**src/rtl/simon_round_seq_pkg.sv**
```systemverilog
// Shared SIMON definitions: word/index widths, mode encoding, round counts,
// sequencer state encoding and the watchdog limit used by simon_round_seq.
package simon_round_seq_pkg;

  localparam int unsigned SIMON_WORD_W        = 64;
  localparam int unsigned SIMON_KEY_IDX_W     = 7;
  localparam int unsigned SIMON_ROUNDS_64_128  = 44;
  localparam int unsigned SIMON_ROUNDS_128_128 = 68;
  localparam int unsigned SIMON_WD_W          = 5;

  // Last watchdog count before a timeout fires (31st cycle without response).
  localparam logic [SIMON_WD_W-1:0] SIMON_WD_LIMIT = SIMON_WD_W'(30);

  typedef enum logic {
    SIMON_MODE_64_128  = 1'b0,
    SIMON_MODE_128_128 = 1'b1
  } simon_mode_e;

  typedef enum logic [2:0] {
    ST_NOKEY = 3'd0,
    ST_KREQ  = 3'd1,
    ST_KWAIT = 3'd2,
    ST_READY = 3'd3,
    ST_ISSUE = 3'd4,
    ST_WAIT  = 3'd5,
    ST_DONE  = 3'd6
  } seq_state_e;

  typedef struct packed {
    logic [SIMON_WORD_W-1:0] b1;
    logic [SIMON_WORD_W-1:0] b2;
  } simon_block_t;

  // Index of the last round (R-1) for a mode.
  function automatic logic [SIMON_KEY_IDX_W-1:0] simon_last_round(input simon_mode_e m);
    if (m == SIMON_MODE_128_128) return SIMON_KEY_IDX_W'(SIMON_ROUNDS_128_128 - 1);
    return SIMON_KEY_IDX_W'(SIMON_ROUNDS_64_128 - 1);
  endfunction

endpackage

```
**src/rtl/simon_key_index_ctr.sv**
```systemverilog
// Round counter and expanded-key index generator.
// Ports:
//   clock, reset   : clock, async active-high reset
//   i_load         : load counter with R-1 for i_mode, latch i_enc
//   i_dec          : decrement counter (one round finished)
//   i_enc          : 1 = encrypt (index counts up), 0 = decrypt (index counts down)
//   i_mode         : latched cipher mode, selects R
//   o_cnt_zero     : counter is zero (last round in flight)
//   o_key_idx      : expanded-key index, registered
module simon_key_index_ctr
  import simon_round_seq_pkg::*;
(
  input  logic                       clock,
  input  logic                       reset,
  input  logic                       i_load,
  input  logic                       i_dec,
  input  logic                       i_enc,
  input  simon_mode_e                i_mode,
  output logic                       o_cnt_zero,
  output logic [SIMON_KEY_IDX_W-1:0] o_key_idx
);

  logic [SIMON_KEY_IDX_W-1:0] r_cnt;
  logic [SIMON_KEY_IDX_W-1:0] r_last;
  logic [SIMON_KEY_IDX_W-1:0] r_idx;
  logic                       r_enc;
  logic                       r_zero;

  logic [SIMON_KEY_IDX_W-1:0] w_cnt_nxt;
  logic [SIMON_KEY_IDX_W-1:0] w_last_nxt;
  logic [SIMON_KEY_IDX_W-1:0] w_idx_nxt;
  logic                       w_enc_nxt;

  // Next counter; the index is derived from the next counter so it is valid
  // in the same cycle the round is issued.
  always_comb begin
    w_cnt_nxt  = r_cnt;
    w_last_nxt = r_last;
    w_enc_nxt  = r_enc;
    if (i_load) begin
      w_last_nxt = simon_last_round(i_mode);
      w_cnt_nxt  = w_last_nxt;
      w_enc_nxt  = i_enc;
    end else if (i_dec && (r_cnt != '0)) begin
      w_cnt_nxt = r_cnt - SIMON_KEY_IDX_W'(1);
    end
    w_idx_nxt = w_enc_nxt ? (w_last_nxt - w_cnt_nxt) : w_cnt_nxt;
  end

  always_ff @(posedge clock or posedge reset) begin
    if (reset) begin
      r_cnt  <= '0;
      r_last <= '0;
      r_idx  <= '0;
      r_enc  <= 1'b0;
      r_zero <= 1'b1;
    end else begin
      r_cnt  <= w_cnt_nxt;
      r_last <= w_last_nxt;
      r_idx  <= w_idx_nxt;
      r_enc  <= w_enc_nxt;
      r_zero <= (w_cnt_nxt == '0);
    end
  end

  assign o_cnt_zero = r_zero;
  assign o_key_idx  = r_idx;

endmodule

```
**src/rtl/simon_round_seq.sv**
```systemverilog
// SIMON round sequencer: key-load handshake with an external key expander,
// block acceptance, one round-unit transaction per round, result pulse.
// Optional: SIMON_ROUND_SEQ_TIMEOUT_EN adds io_error and a 5-bit watchdog on
// KWAIT/WAIT that aborts to NOKEY after 31 cycles without a response.
// Ports:
//   clock, reset                  : clock, async active-high reset
//   io_mode                       : 0 = 64/128 (44 rounds), 1 = 128/128 (68 rounds)
//   io_keyValid / io_keyReady     : key-load handshake
//   io_dataValid / io_dataReady   : block-request handshake
//   io_encDec                     : 1 = encrypt, 0 = decrypt
//   io_block1In/2In               : input words
//   io_block1Out/2Out, io_outValid: result and one-cycle valid
//   io_kexpKValid/KReady/ExpValid : key expander control
//   io_rnd*                       : round unit control and data
//   io_keyIdx                     : expanded-key index for the round unit
//   io_busy                       : high outside READY and NOKEY
//   io_error (optional)           : sticky watchdog timeout flag
module simon_round_seq
  import simon_round_seq_pkg::*;
(
  input  logic                       clock,
  input  logic                       reset,
  input  logic                       io_mode,
  input  logic                       io_keyValid,
  output logic                       io_keyReady,
  input  logic                       io_dataValid,
  output logic                       io_dataReady,
  input  logic                       io_encDec,
  input  logic [SIMON_WORD_W-1:0]    io_block1In,
  input  logic [SIMON_WORD_W-1:0]    io_block2In,
  output logic [SIMON_WORD_W-1:0]    io_block1Out,
  output logic [SIMON_WORD_W-1:0]    io_block2Out,
  output logic                       io_outValid,
  output logic                       io_kexpKValid,
  input  logic                       io_kexpKReady,
  input  logic                       io_kexpExpValid,
  output logic                       io_rndIValid,
  input  logic                       io_rndOValid,
  output logic                       io_rndEncDec,
  output logic [SIMON_WORD_W-1:0]    io_rndBlock1,
  output logic [SIMON_WORD_W-1:0]    io_rndBlock2,
  input  logic [SIMON_WORD_W-1:0]    io_rndBlock1In,
  input  logic [SIMON_WORD_W-1:0]    io_rndBlock2In,
  output logic [SIMON_KEY_IDX_W-1:0] io_keyIdx,
  output logic                       io_busy
`ifdef SIMON_ROUND_SEQ_TIMEOUT_EN
  ,
  output logic                       io_error
`endif
);

  seq_state_e   r_state;
  seq_state_e   w_state_nxt;
  simon_mode_e  r_mode;
  simon_block_t r_work;
  logic         r_enc;

  logic r_key_ready;
  logic r_data_ready;
  logic r_kexp_kvalid;
  logic r_rnd_ivalid;
  logic r_out_valid;
  logic r_busy;

  logic w_key_acc;
  logic w_blk_acc;
  logic w_capture;
  logic w_dec;
  logic w_cnt_zero;
  logic w_key_ready_nxt;
  logic w_data_ready_nxt;
  logic w_kexp_kvalid_nxt;
  logic w_rnd_ivalid_nxt;
  logic w_out_valid_nxt;
  logic w_busy_nxt;

`ifdef SIMON_ROUND_SEQ_TIMEOUT_EN
  logic [SIMON_WD_W-1:0] r_wd;
  logic                  r_error;
  logic                  w_timeout;
`endif

  // Next state, handshake strobes and next values of the registered outputs.
  always_comb begin
    w_state_nxt = r_state;
    w_key_acc   = 1'b0;
    w_blk_acc   = 1'b0;
    w_capture   = 1'b0;
    w_dec       = 1'b0;
`ifdef SIMON_ROUND_SEQ_TIMEOUT_EN
    w_timeout   = 1'b0;
`endif
    case (r_state)
      ST_NOKEY: begin
        if (io_keyValid) begin
          w_key_acc   = 1'b1;
          w_state_nxt = ST_KREQ;
        end
      end
      ST_KREQ: begin
        if (io_kexpKReady) w_state_nxt = ST_KWAIT;
      end
      ST_KWAIT: begin
        if (io_kexpExpValid) begin
          w_state_nxt = ST_READY;
        end
`ifdef SIMON_ROUND_SEQ_TIMEOUT_EN
        else if (r_wd == SIMON_WD_LIMIT) begin
          w_timeout   = 1'b1;
          w_state_nxt = ST_NOKEY;
        end
`endif
      end
      ST_READY: begin
        // A key load takes priority over a block request.
        if (io_keyValid) begin
          w_key_acc   = 1'b1;
          w_state_nxt = ST_KREQ;
        end else if (io_dataValid) begin
          w_blk_acc   = 1'b1;
          w_state_nxt = ST_ISSUE;
        end
      end
      ST_ISSUE: begin
        w_state_nxt = ST_WAIT;
      end
      ST_WAIT: begin
        if (io_rndOValid) begin
          w_capture = 1'b1;
          if (w_cnt_zero) begin
            w_state_nxt = ST_DONE;
          end else begin
            w_dec       = 1'b1;
            w_state_nxt = ST_ISSUE;
          end
        end
`ifdef SIMON_ROUND_SEQ_TIMEOUT_EN
        else if (r_wd == SIMON_WD_LIMIT) begin
          w_timeout   = 1'b1;
          w_state_nxt = ST_NOKEY;
        end
`endif
      end
      ST_DONE: begin
        w_state_nxt = ST_READY;
      end
      default: begin
        w_state_nxt = ST_NOKEY;
      end
    endcase

    w_key_ready_nxt   = (w_state_nxt == ST_NOKEY) || (w_state_nxt == ST_READY);
    w_data_ready_nxt  = (w_state_nxt == ST_READY);
    w_kexp_kvalid_nxt = (w_state_nxt == ST_KREQ);
    w_rnd_ivalid_nxt  = (w_state_nxt == ST_ISSUE);
    w_out_valid_nxt   = (w_state_nxt == ST_DONE);
    w_busy_nxt        = !w_key_ready_nxt;
  end

  // State, latched mode/direction, working block and output registers.
  always_ff @(posedge clock or posedge reset) begin
    if (reset) begin
      r_state       <= ST_NOKEY;
      r_mode        <= SIMON_MODE_64_128;
      r_work        <= '0;
      r_enc         <= 1'b0;
      r_key_ready   <= 1'b1;
      r_data_ready  <= 1'b0;
      r_kexp_kvalid <= 1'b0;
      r_rnd_ivalid  <= 1'b0;
      r_out_valid   <= 1'b0;
      r_busy        <= 1'b0;
    end else begin
      r_state       <= w_state_nxt;
      r_key_ready   <= w_key_ready_nxt;
      r_data_ready  <= w_data_ready_nxt;
      r_kexp_kvalid <= w_kexp_kvalid_nxt;
      r_rnd_ivalid  <= w_rnd_ivalid_nxt;
      r_out_valid   <= w_out_valid_nxt;
      r_busy        <= w_busy_nxt;
      if (w_key_acc) r_mode <= simon_mode_e'(io_mode);
      if (w_blk_acc) begin
        r_work.b1 <= io_block1In;
        r_work.b2 <= io_block2In;
        r_enc     <= io_encDec;
      end else if (w_capture) begin
        r_work.b1 <= io_rndBlock1In;
        r_work.b2 <= io_rndBlock2In;
      end
    end
  end

`ifdef SIMON_ROUND_SEQ_TIMEOUT_EN
  // Watchdog restarts on every entry to a waiting state; error is sticky
  // until the next accepted key load.
  always_ff @(posedge clock or posedge reset) begin
    if (reset) begin
      r_wd    <= '0;
      r_error <= 1'b0;
    end else begin
      if (((w_state_nxt == ST_WAIT) && (r_state != ST_WAIT)) ||
          ((w_state_nxt == ST_KWAIT) && (r_state != ST_KWAIT))) begin
        r_wd <= '0;
      end else if ((r_state == ST_WAIT) || (r_state == ST_KWAIT)) begin
        r_wd <= r_wd + SIMON_WD_W'(1);
      end
      if (w_key_acc) begin
        r_error <= 1'b0;
      end else if (w_timeout) begin
        r_error <= 1'b1;
      end
    end
  end

  assign io_error = r_error;
`endif

  simon_key_index_ctr u_key_idx (
    .clock      (clock),
    .reset      (reset),
    .i_load     (w_blk_acc),
    .i_dec      (w_dec),
    .i_enc      (io_encDec),
    .i_mode     (r_mode),
    .o_cnt_zero (w_cnt_zero),
    .o_key_idx  (io_keyIdx)
  );

  assign io_keyReady   = r_key_ready;
  assign io_dataReady  = r_data_ready;
  assign io_kexpKValid = r_kexp_kvalid;
  assign io_rndIValid  = r_rnd_ivalid;
  assign io_outValid   = r_out_valid;
  assign io_busy       = r_busy;
  assign io_rndEncDec  = r_enc;
  assign io_rndBlock1  = r_work.b1;
  assign io_rndBlock2  = r_work.b2;
  assign io_block1Out  = r_work.b1;
  assign io_block2Out  = r_work.b2;

endmodule

```
**config.mk**
```make
export PLATFORM = sky130hd
export DESIGN_NAME = simon_round_seq
export DESIGN_NICKNAME = d
export VERILOG_FILES = /design/src/rtl/simon_round_seq_pkg.sv /design/src/rtl/simon_key_index_ctr.sv /design/src/rtl/simon_round_seq.sv
export SDC_FILE = /design/constraint.sdc
export NUM_CORES = 1
export LEC_CHECK = 0
export ABC_AREA = 1
export CORE_AREA = 2 2 208 210
export DETAILED_ROUTE_END_ITERATION = 10
export DIE_AREA = 0 0 210 212
export GPL_TIMING_DRIVEN = 0
export SLEW_MARGIN = 20
export SYNTH_ARGS = -nofsm -noshare
export SYNTH_HDL_FRONTEND = slang
export SYNTH_HIERARCHICAL = 1
export SYNTH_SLANG_ARGS = --single-unit
```
**constraint.sdc**
```tcl
create_clock -name clock -period 6.6 [get_ports clock]
set_clock_uncertainty 0.1 [all_clocks]
set_input_delay 1.32 -clock clock [delete_from_list [all_inputs] [get_ports clock]]
set_output_delay 1.32 -clock clock [all_outputs]
set_load 0.02 [all_outputs]
```
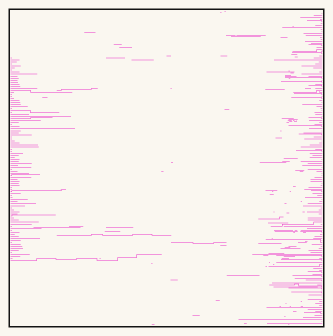
m3.png
longest straight run	55.9 um
main direction	horizontal
routed via count: 9689
global-route met3 utilization: 0.0569

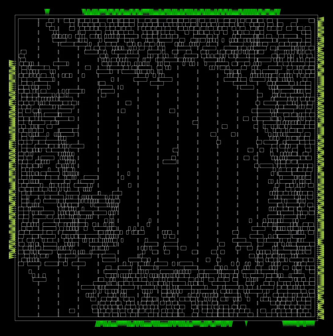
placed.png
site row count: 76
sequential share of cell area: 0.263
count of sequential standard cells: 162
number of well taps: 546
fill cell instance count of the final layout: 4401

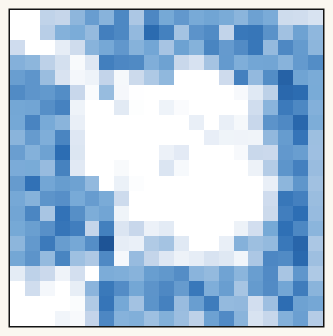
util_map.png
The die is cut into 21 by 21 equal tiles; white is low, dark blue is high, 0 to 100% covered.
nearly empty tiles	23%
mean over tiles	33%
tiles over 75% full	2.5%
fullest tile	85%
emptiest ninth of the die	centre

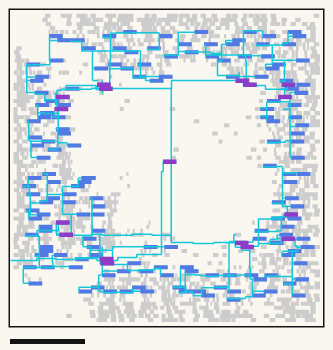
clock_wires.png
The bar under the picture is 50 um long.
[clock wires] cyan | length: 2710 um
[flip-flops] blue | count: 162
[clock-net drivers] purple | count: 17
routed clock nets	18

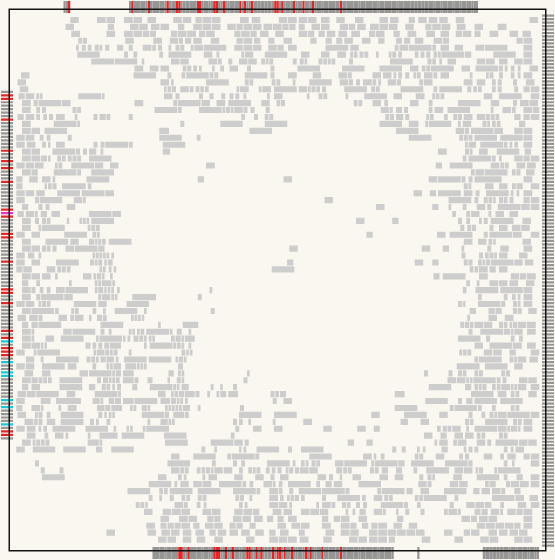
pinout.png
Pins as bars across the die edge, other pins in grey.
port	colour	pins	direction	edge
`io_keyIdx`	cyan	7	output	left
`io_rndBlock2In`	red	64	input	22 left, 21 bottom, 21 top
`io_kexpKValid`	magenta	1	output	left
all pins by edge	154 right, 152 top, 128 bottom, 101 left
horizontal die size: 210 um
vertical extent of the die: 212 um
Buffers on Ports: 534

==> report_table.html <==
<p>Metrics extracted from the flow reports.</p>
<table>
<tr><th>Metric</th><th>Value</th></tr>
<tr><th colspan="2">Clock tree</th></tr>
<tr><td>Maximum buffer depth of the clock tree</td><td>2</td></tr>
<tr><td>Num Clock Sinks</td><td>162</td></tr>
<tr><td>Clock edge transition at the registers on the reported setup and hold paths</td><td>0.07 ns</td></tr>
<tr><td>CTS tree</td><td>yes</td></tr>
<tr><td>Number of buffers created by CTS</td><td>17</td></tr>
<tr><td>Cell resize tally after clock tree synthesis</td><td>0</td></tr>
<tr><td>Clk latency late pin</td><td>0.45 ns</td></tr>
<tr><th colspan="2">Flow run</th></tr>
<tr><td>Number of violations of the max-capacitance limit</td><td>0</td></tr>
<tr><td>Stage-log warning count</td><td>27</td></tr>
<tr><th colspan="2">Status</th></tr>
<tr><td>Outcome</td><td>finished, final reports clean</td></tr>
<tr><th colspan="2">Placed design</th></tr>
<tr><td>Gpl congestion</td><td>0.906</td></tr>
<tr><td>Post-detail-place hpwl</td><td>around 33 mm</td></tr>
<tr><th colspan="2">Synth</th></tr>
<tr><td>Number of flops mapped to enable cells by yosys</td><td>0</td></tr>
<tr><td>Library cells used by synthesis</td><td>34</td></tr>
<tr><td>Cell type with the largest total area</td><td>dfrtp_1</td></tr>
<tr><td>Leading post-synthesis cells by cell area</td><td>dfrtp_1, o21ai_1, buf_4</td></tr>
<tr><td>Cell area after synthesis</td><td>about 8800 um^2</td></tr>
<tr><td>Per-instance average area after synthesis</td><td>8.21 um^2</td></tr>
<tr><td>Yosys stat cell total</td><td>approximately 1100</td></tr>
<tr><td>Synth Net Count</td><td>1343</td></tr>
<tr><td>Portion of the post-synthesis area used by sequential elements</td><td>0.462</td></tr>
<tr><th colspan="2">Routing</th></tr>
<tr><td>Highest routed layer</td><td>met5</td></tr>
<tr><td>Met2 wire length</td><td>a little over 20 mm</td></tr>
<tr><td>DR WL/cell</td><td>just under 20 um</td></tr>
<tr><td>Routed met3 length</td><td>~3.1 mm</td></tr>
<tr><td>Post-route DRC</td><td>0</td></tr>
<tr><td>Metal-1 WL</td><td>approximately 17 mm</td></tr>
<tr><td>Initial detailed-routing violation count</td><td>649</td></tr>
<tr><td>Detailed-route vias per instance</td><td>4.44</td></tr>
<tr><th colspan="2">Setup path</th></tr>
<tr><td>Kind of end point of the critical path</td><td>register</td></tr>
<tr><td>Crit-path cells</td><td>clkdlybuf4s50_1, nand2_1, buf_2, buf_2, nor2_1, nand2_4, inv_2, nor2_1, nor2_1, inv_1, ha_1, fa_1, inv_1, nand4_1, nand4_1, nand3_1, xnor2_1</td></tr>
<tr><td>Cell with the largest stage delay on the worst path</td><td>clkdlybuf4s50_1</td></tr>
<tr><td>Worst Reg-to-Reg Cells</td><td>19</td></tr>
<tr><td>Type of the setup path with the least slack</td><td>in -&gt; reg</td></tr>
<tr><td>Critical Path Fanout Max</td><td>10</td></tr>
<tr><td>Critical path buffers and inverters</td><td>6</td></tr>
<tr><td>Critical R2R Capture</td><td>u_key_idx/o_key_idx[6]</td></tr>
<tr><td>Crit path largest cell delay</td><td>0.50 ns</td></tr>
<tr><td>Data required time at the worst endpoint</td><td>between 6 and 7 ns</td></tr>
<tr><td>Delay-heaviest family, CP</td><td>buffers and inverters</td></tr>
<tr><th colspan="2">Timing</th></tr>
<tr><td>Total setup violations reported at the end of the flow</td><td>0</td></tr>
<tr><td>Final number of hold-violating endpoints</td><td>0</td></tr>
<tr><td>Max-slew headroom at the worst pin</td><td>0.382</td></tr>
<tr><td>Actual slew at the worst max-slew pin</td><td>0.927 ns</td></tr>
<tr><td>Final period utilization</td><td>0.686</td></tr>
<tr><td>Worst hold slack across all endpoints</td><td>0.358 ns</td></tr>
<tr><td>Fmax</td><td>~0.22 GHz</td></tr>
<tr><th colspan="2">Cells and area</th></tr>
<tr><td>Total non-filler cell area in the finished layout</td><td>about 15000 um^2</td></tr>
<tr><td>Final layout net count</td><td>approximately 1900</td></tr>
<tr><td>Antenna Diode Count</td><td>0</td></tr>
<tr><td>Most common cell after layout, fill and taps aside</td><td>clkdlybuf4s50_1</td></tr>
<tr><td>Share of layout cells above drive strength 1</td><td>0.147</td></tr>
<tr><th colspan="2">Global routing</th></tr>
<tr><td>Number of global-route vias before repair</td><td>approximately 9600</td></tr>
<tr><td>First-pass GRT wire length</td><td>~61 mm</td></tr>
<tr><td>Residual overflow from global routing</td><td>0</td></tr>
<tr><td>Maximum number of pins on one net before global-route repair</td><td>about 76</td></tr>
<tr><td>GRT Total Usage</td><td>0.185</td></tr>
<tr><td>Number of antenna violations at the first check in global routing</td><td>2</td></tr>
<tr><th colspan="2">Worst hold path</th></tr>
<tr><td>Hold Crit Endpoint</td><td>u_key_idx/r_last[0]</td></tr>
<tr><td>Hold Path Origin</td><td>u_key_idx/r_last[0]</td></tr>
<tr><td>Worst Hold Class</td><td>reg -&gt; reg</td></tr>
<tr><td>Number of cells traversed by the worst hold path</td><td>2</td></tr>
<tr><th colspan="2">Floorplanning</th></tr>
<tr><td>Top-level port count</td><td>roughly 540</td></tr>
<tr><td>Starting utilization of the core area</td><td>0.207</td></tr>
<tr><th colspan="2">Pwr</th></tr>
<tr><td>Worst ir drop on vdd</td><td>roughly 300 uV</td></tr>
</table>
## synthesized netlist by cell type, types with 2 or more instances
master    number
a21oi_1        5
a31oi_1        2
buf_1          8
buf_2         46
buf_4        132
clkbuf_1      13
dfrtp_1      160
dfstp_2        2
ha_1           8
inv_1         37
inv_2          5
nand2_1       54
nand2_2        4
nand3_1      143
nand4_1        8
nor2_1       149
nor2_2         4
nor2_4         3
nor3_1         3
o21ai_0       38
o21ai_1      226
or2_2          3
xnor2_1        2
xor2_1         4
## routing by layer
metal	track usage	vias up
li1	-	4572
met1	0.221	4652
met2	0.313	413
met3	0.0569	50
met4	0.0682	2
met5	0	-
## stage by stage
step                       util  total power, mW  std cells  TNS [ns]  setup WS [ns]
after global routing      0.363             7.73       2182         0           1.86
after global placement    0.348             6.28       2149   -145.42          -1.08
after detailed placement  0.349             6.32       2150         0           1.61
after CTS                 0.363             7.38       2182         0           2.07
after floorplan               -             4.16       1069         0           1.46
final                     0.363             7.31       2182         0           2.07
## sequential cells by signal, indices dropped and copies added, names as in the netlist
name                  cells
io_block2Out             64
io_rndIValid              1
r_state                   3
u_key_idx/r_cnt           7
u_key_idx/r_last          7
io_rndEncDec              1
u_key_idx/o_key_idx       7
io_dataReady              1
io_keyReady               1
r_mode                    1
u_key_idx/r_enc           1
io_busy                   1
u_key_idx/o_cnt_zero      1
io_outValid               1
io_block1Out             64
io_kexpKValid             1
## how the worst max path moves through the flow
stage / cells past startpoint / to / from / slack [ns]
after floorplan: 1 / io_block1Out[0] / reset / 1.46
after global routing: 17 / u_key_idx/o_key_idx[6] / io_rndOValid / 1.86
after global placement: 2 / io_block1Out[21] / reset / -1.08
final: 17 / u_key_idx/o_key_idx[6] / io_rndOValid / 2.07
after CTS: 17 / u_key_idx/o_key_idx[6] / io_rndOValid / 2.07
after detailed placement: 17 / u_key_idx/o_key_idx[6] / io_rndOValid / 1.61
## power breakdown
part	total [mW]	switching (mW)	internal [mW]
Clock	1.02	0.485	0.532
Combinational	4.41	2.20	2.20
Sequential	1.88	0.445	1.44
## layout make-up
cell class / instances / area (um^2) / share of cell area
clock inverters: 15 / 149 / 0.00966
clock buffers: 17 / 425 / 0.0276
well taps: 546 / 683 / 0.0443
flip-flops and latches: 162 / 4060 / 0.263
repair buffers: 535 / 5370 / 0.349
multi-input cells: 664 / 3250 / 0.211
inverters: 43 / 170 / 0.0110
plain buffers: 200 / 1310 / 0.0851
## cells by family after synthesis
kind of cell             synth area share
AND/OR/NAND/NOR                     0.193
AND-OR/OR-AND                       0.158
buffers and inverters               0.168
flip-flops                          0.462
adder cells (fa/ha/maj)            0.0137
XOR/XNOR                          0.00599
## tightest hold or removal path: stages (launching register included)
cell	delay (ns)
dfrtp_1	0.33
nor2_1	0.05
inv_1	0.04
Power and IR drop assume default switching activity.
